File: src/rtl/clock_pkg.sv
// Shared constants for the hours/minutes/seconds counter: default moduli,
// field width and the encoding of the adjust field select.
package clock_pkg;

  // Default field width and moduli for a 24-hour clock.
  localparam int W_DEF       = 7;
  localparam int SEC_MOD_DEF = 60;
  localparam int MIN_MOD_DEF = 60;
  localparam int HR_MOD_DEF  = 24;

  // Field select for the manual adjust inputs.
  typedef enum logic [1:0] {
    ADJ_SEC  = 2'd0,
    ADJ_MIN  = 2'd1,
    ADJ_HR   = 2'd2,
    ADJ_NONE = 2'd3
  } adj_sel_e;

  // True when a W-bit value is a legal field value for the given modulus.
  // The compare is done one bit wider so a modulus of exactly 2**W works.
  function automatic logic below_mod(input logic [31:0] value, input int modulus);
    return value < 32'(modulus);
  endfunction

endpackage

File: src/rtl/mod_counter.sv
// Single modulo-MOD field counter with load, increment and decrement.
// The wrap output is combinational: it flags that the increment requested
// this cycle will roll the field from MOD-1 back to 0, so the parent can
// carry into the next field on the same clock edge.
module mod_counter
  import clock_pkg::*;
#(
  parameter int MOD = SEC_MOD_DEF,
  parameter int W   = W_DEF
) (
  input  logic         clk,
  input  logic         rst,
  input  logic         inc,
  input  logic         dec,
  input  logic         ld,
  input  logic [W-1:0] ld_val,
  output logic [W-1:0] val,
  output logic         wrap
);

  localparam logic [W-1:0] MAXV = W'(MOD - 1);

  logic [W-1:0] val_q;
  logic [W-1:0] val_d;
  logic         at_max;
  logic         at_zero;

  assign at_max  = (val_q == MAXV);
  assign at_zero = (val_q == '0);

  // Next value: load wins, then increment, then decrement; both wrap within MOD.
  always_comb begin
    val_d = val_q;
    if (ld) begin
      val_d = ld_val;
    end else if (inc) begin
      val_d = at_max ? '0 : val_q + W'(1);
    end else if (dec) begin
      val_d = at_zero ? MAXV : val_q - W'(1);
    end
  end

  // Field register with synchronous reset to zero.
  always_ff @(posedge clk) begin
    if (rst) begin
      val_q <= '0;
    end else begin
      val_q <= val_d;
    end
  end

  assign val  = val_q;
  assign wrap = inc && !ld && at_max;

endmodule

File: src/rtl/hms_counter.sv
// Hours:minutes:seconds time-of-day counter. Each cycle resolves one of
// load, adjust or tick (in that priority, reset above all); the others
// are dropped. Tick carries seconds into minutes into hours on one edge,
// and only a tick that rolls the whole day over raises day_wrap.
module hms_counter
  import clock_pkg::*;
#(
  parameter int SEC_MOD = SEC_MOD_DEF,
  parameter int MIN_MOD = MIN_MOD_DEF,
  parameter int HR_MOD  = HR_MOD_DEF,
  parameter int W       = W_DEF
) (
  input  logic         clk,
  input  logic         rst,
  input  logic         tick,
  input  logic         load,
  input  logic [W-1:0] load_sec,
  input  logic [W-1:0] load_min,
  input  logic [W-1:0] load_hr,
  input  logic [1:0]   adj_sel,
  input  logic         adj_up,
  input  logic         adj_dn,
  output logic [W-1:0] sec,
  output logic [W-1:0] min,
  output logic [W-1:0] hr,
  output logic         day_wrap,
  output logic         load_err
);

  adj_sel_e sel;
  logic     load_ok;
  logic     adj_act;

  logic sec_inc, sec_dec, min_inc, min_dec, hr_inc, hr_dec, fld_ld;
  logic sec_wrap, min_wrap, hr_wrap;

  logic day_wrap_q, day_wrap_d;
  logic load_err_q, load_err_d;

  assign sel = adj_sel_e'(adj_sel);

  // A load is only accepted when every field value is inside its modulus.
  assign load_ok = below_mod(32'(load_sec), SEC_MOD) &&
                   below_mod(32'(load_min), MIN_MOD) &&
                   below_mod(32'(load_hr),  HR_MOD);

  // Conflicting up/down or the "none" select is not an adjust at all,
  // so it must not steal the cycle from a tick.
  assign adj_act = (adj_up ^ adj_dn) && (sel != ADJ_NONE);

  // Request arbitration and carry chaining for the three field counters.
  always_comb begin
    fld_ld     = 1'b0;
    sec_inc    = 1'b0;
    sec_dec    = 1'b0;
    min_inc    = 1'b0;
    min_dec    = 1'b0;
    hr_inc     = 1'b0;
    hr_dec     = 1'b0;
    day_wrap_d = 1'b0;
    load_err_d = 1'b0;
    if (load) begin
      if (load_ok) begin
        fld_ld = 1'b1;
      end else begin
        load_err_d = 1'b1;
      end
    end else if (adj_act) begin
      unique case (sel)
        ADJ_SEC: begin
          sec_inc = adj_up;
          sec_dec = adj_dn;
        end
        ADJ_MIN: begin
          min_inc = adj_up;
          min_dec = adj_dn;
        end
        ADJ_HR: begin
          hr_inc = adj_up;
          hr_dec = adj_dn;
        end
        default: ;
      endcase
    end else if (tick) begin
      sec_inc    = 1'b1;
      min_inc    = sec_wrap;
      hr_inc     = min_wrap;
      day_wrap_d = hr_wrap;
    end
  end

  mod_counter #(.MOD(SEC_MOD), .W(W)) u_sec (
    .clk    (clk),
    .rst    (rst),
    .inc    (sec_inc),
    .dec    (sec_dec),
    .ld     (fld_ld),
    .ld_val (load_sec),
    .val    (sec),
    .wrap   (sec_wrap)
  );

  mod_counter #(.MOD(MIN_MOD), .W(W)) u_min (
    .clk    (clk),
    .rst    (rst),
    .inc    (min_inc),
    .dec    (min_dec),
    .ld     (fld_ld),
    .ld_val (load_min),
    .val    (min),
    .wrap   (min_wrap)
  );

  mod_counter #(.MOD(HR_MOD), .W(W)) u_hr (
    .clk    (clk),
    .rst    (rst),
    .inc    (hr_inc),
    .dec    (hr_dec),
    .ld     (fld_ld),
    .ld_val (load_hr),
    .val    (hr),
    .wrap   (hr_wrap)
  );

  // Registered one-cycle status pulses.
  always_ff @(posedge clk) begin
    if (rst) begin
      day_wrap_q <= 1'b0;
      load_err_q <= 1'b0;
    end else begin
      day_wrap_q <= day_wrap_d;
      load_err_q <= load_err_d;
    end
  end

  assign day_wrap = day_wrap_q;
  assign load_err = load_err_q;

endmodule

File: config.mk
export PLATFORM = sky130hd
export DESIGN_NAME = hms_counter
export DESIGN_NICKNAME = d
export VERILOG_FILES = /design/src/rtl/clock_pkg.sv /design/src/rtl/mod_counter.sv /design/src/rtl/hms_counter.sv
export SDC_FILE = /design/constraint.sdc
export NUM_CORES = 1
export LEC_CHECK = 0
export ABC_AREA = 1
export CORE_MARGIN = 2
export CORE_UTILIZATION = 40
export DETAILED_ROUTE_END_ITERATION = 7
export GPL_ROUTABILITY_DRIVEN = 0
export PLACE_DENSITY_LB_ADDON = 0.12
export SLEW_MARGIN = 20
export SYNTH_ARGS = -nofsm -noshare
export SYNTH_HDL_FRONTEND = slang
export SYNTH_SLANG_ARGS = --single-unit
export TNS_END_PERCENT = 5
File: constraint.sdc
create_clock -name clk -period 2.2 [get_ports clk]
set_input_delay 0.44 -clock clk [delete_from_list [all_inputs] [get_ports clk]]
set_output_delay 0.44 -clock clk [all_outputs]
set_load 0.1 [all_outputs]
Figure 1. Layout detail.
Window x 0 to 40, y 39 to 79 µm. Cells in gray, sequential cells in the stronger gray; small squares are vias.
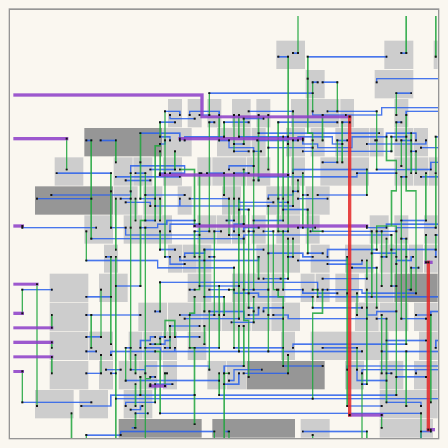
| layer | color |
|---|---|
| M3 | purple |
| M1 | blue |
| M2 | green |
| M4 | red |
cells with their middle in the window: 112
most frequent: nand2_1 (16), buf_4 (13), nand3_1 (11)
sequential cells in the window: 6
netlist names of flops here include: u_min.val (5), u_sec.val (1)

Figure 2. Routed metal, one color a layer.
Two of the layers only.
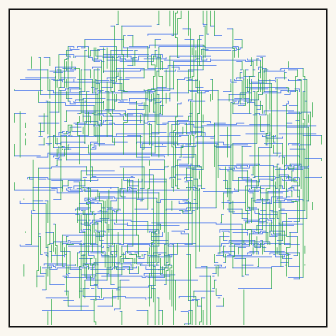
| layer | color | wire length |
|---|---|---|
| M2 | green | 3110 µm |
| M1 | blue | 2860 µm |

Figure 3. Wires at chosen ports, followed through buffers.
Scale bar: 20 µm.
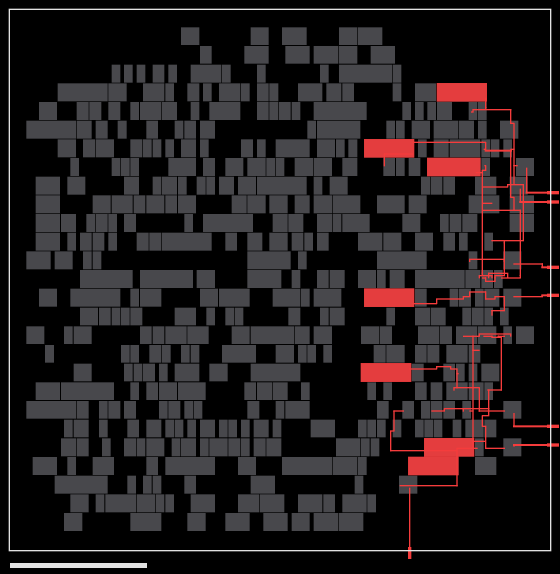
| port | color | bits | direction | edge | end cells | buffers | wire |
|---|---|---|---|---|---|---|---|
| hr | red | 7 | output | 6 right, 1 bottom | 7 | 7 | 311 µm |

==> flow_summary.toml <==
# synthesis and place-and-route metrics
[run_status]
status = "complete, no violations"

[clocking]
cts.repair.resized = 0
clock_latency_ns = 0.27

[setup_path]
cp_top_family = "buffers and inverters"
worstPathArrival_ns = 2.14
r2r_slack_ns = 0.36
critPathBufInv = 5

[die]
io_pins = 52
chipArea_um2 = 6180
fp_util = 0.4095
num_rows = 27
die_y_um = 78.62

[logic_synthesis]
async_flop_share = 0

[cells_and_area]
stdcell_area_um2 = 2979
nNetsFinal = 455

[pwr]
switching_share = 0.4553
leakage_nw = 1.326

[detailed_routing]
dr.pass1.iters = 4
top_layer_used = "met4"

[job]
warnings = 30

[timing]
setup_violations = 0
==> final cells by class <==
class                           count  share of cell area
Multi-Input combinational cell    271              0.5099
Sequential cell                    23              0.1575
Clock buffer                        4             0.01512
Tap cell                           72             0.03024
Timing Repair Buffer               81              0.2360
Inverter                           40             0.05124
==> routing by layer <==
metal	vias to the layer above	GRT usage
li1	1308	-
met1	1130	0.2744
met2	50	0.3675
met3	4	0.02184
met4	0	0.05263
met5	-	0
==> state kept, by name, indices dropped and copies added, names as in the netlist <==
signal and cells:
load_err 1, u_sec.val 7, day_wrap 1, u_min.val 7, u_hr.val 7
==> worst min-delay path: cells and delay by family (launching register included) <==
family	cells	cell delay, ns
compound gates	1	0.05
flops	1	0.38
simple gates	1	0.09
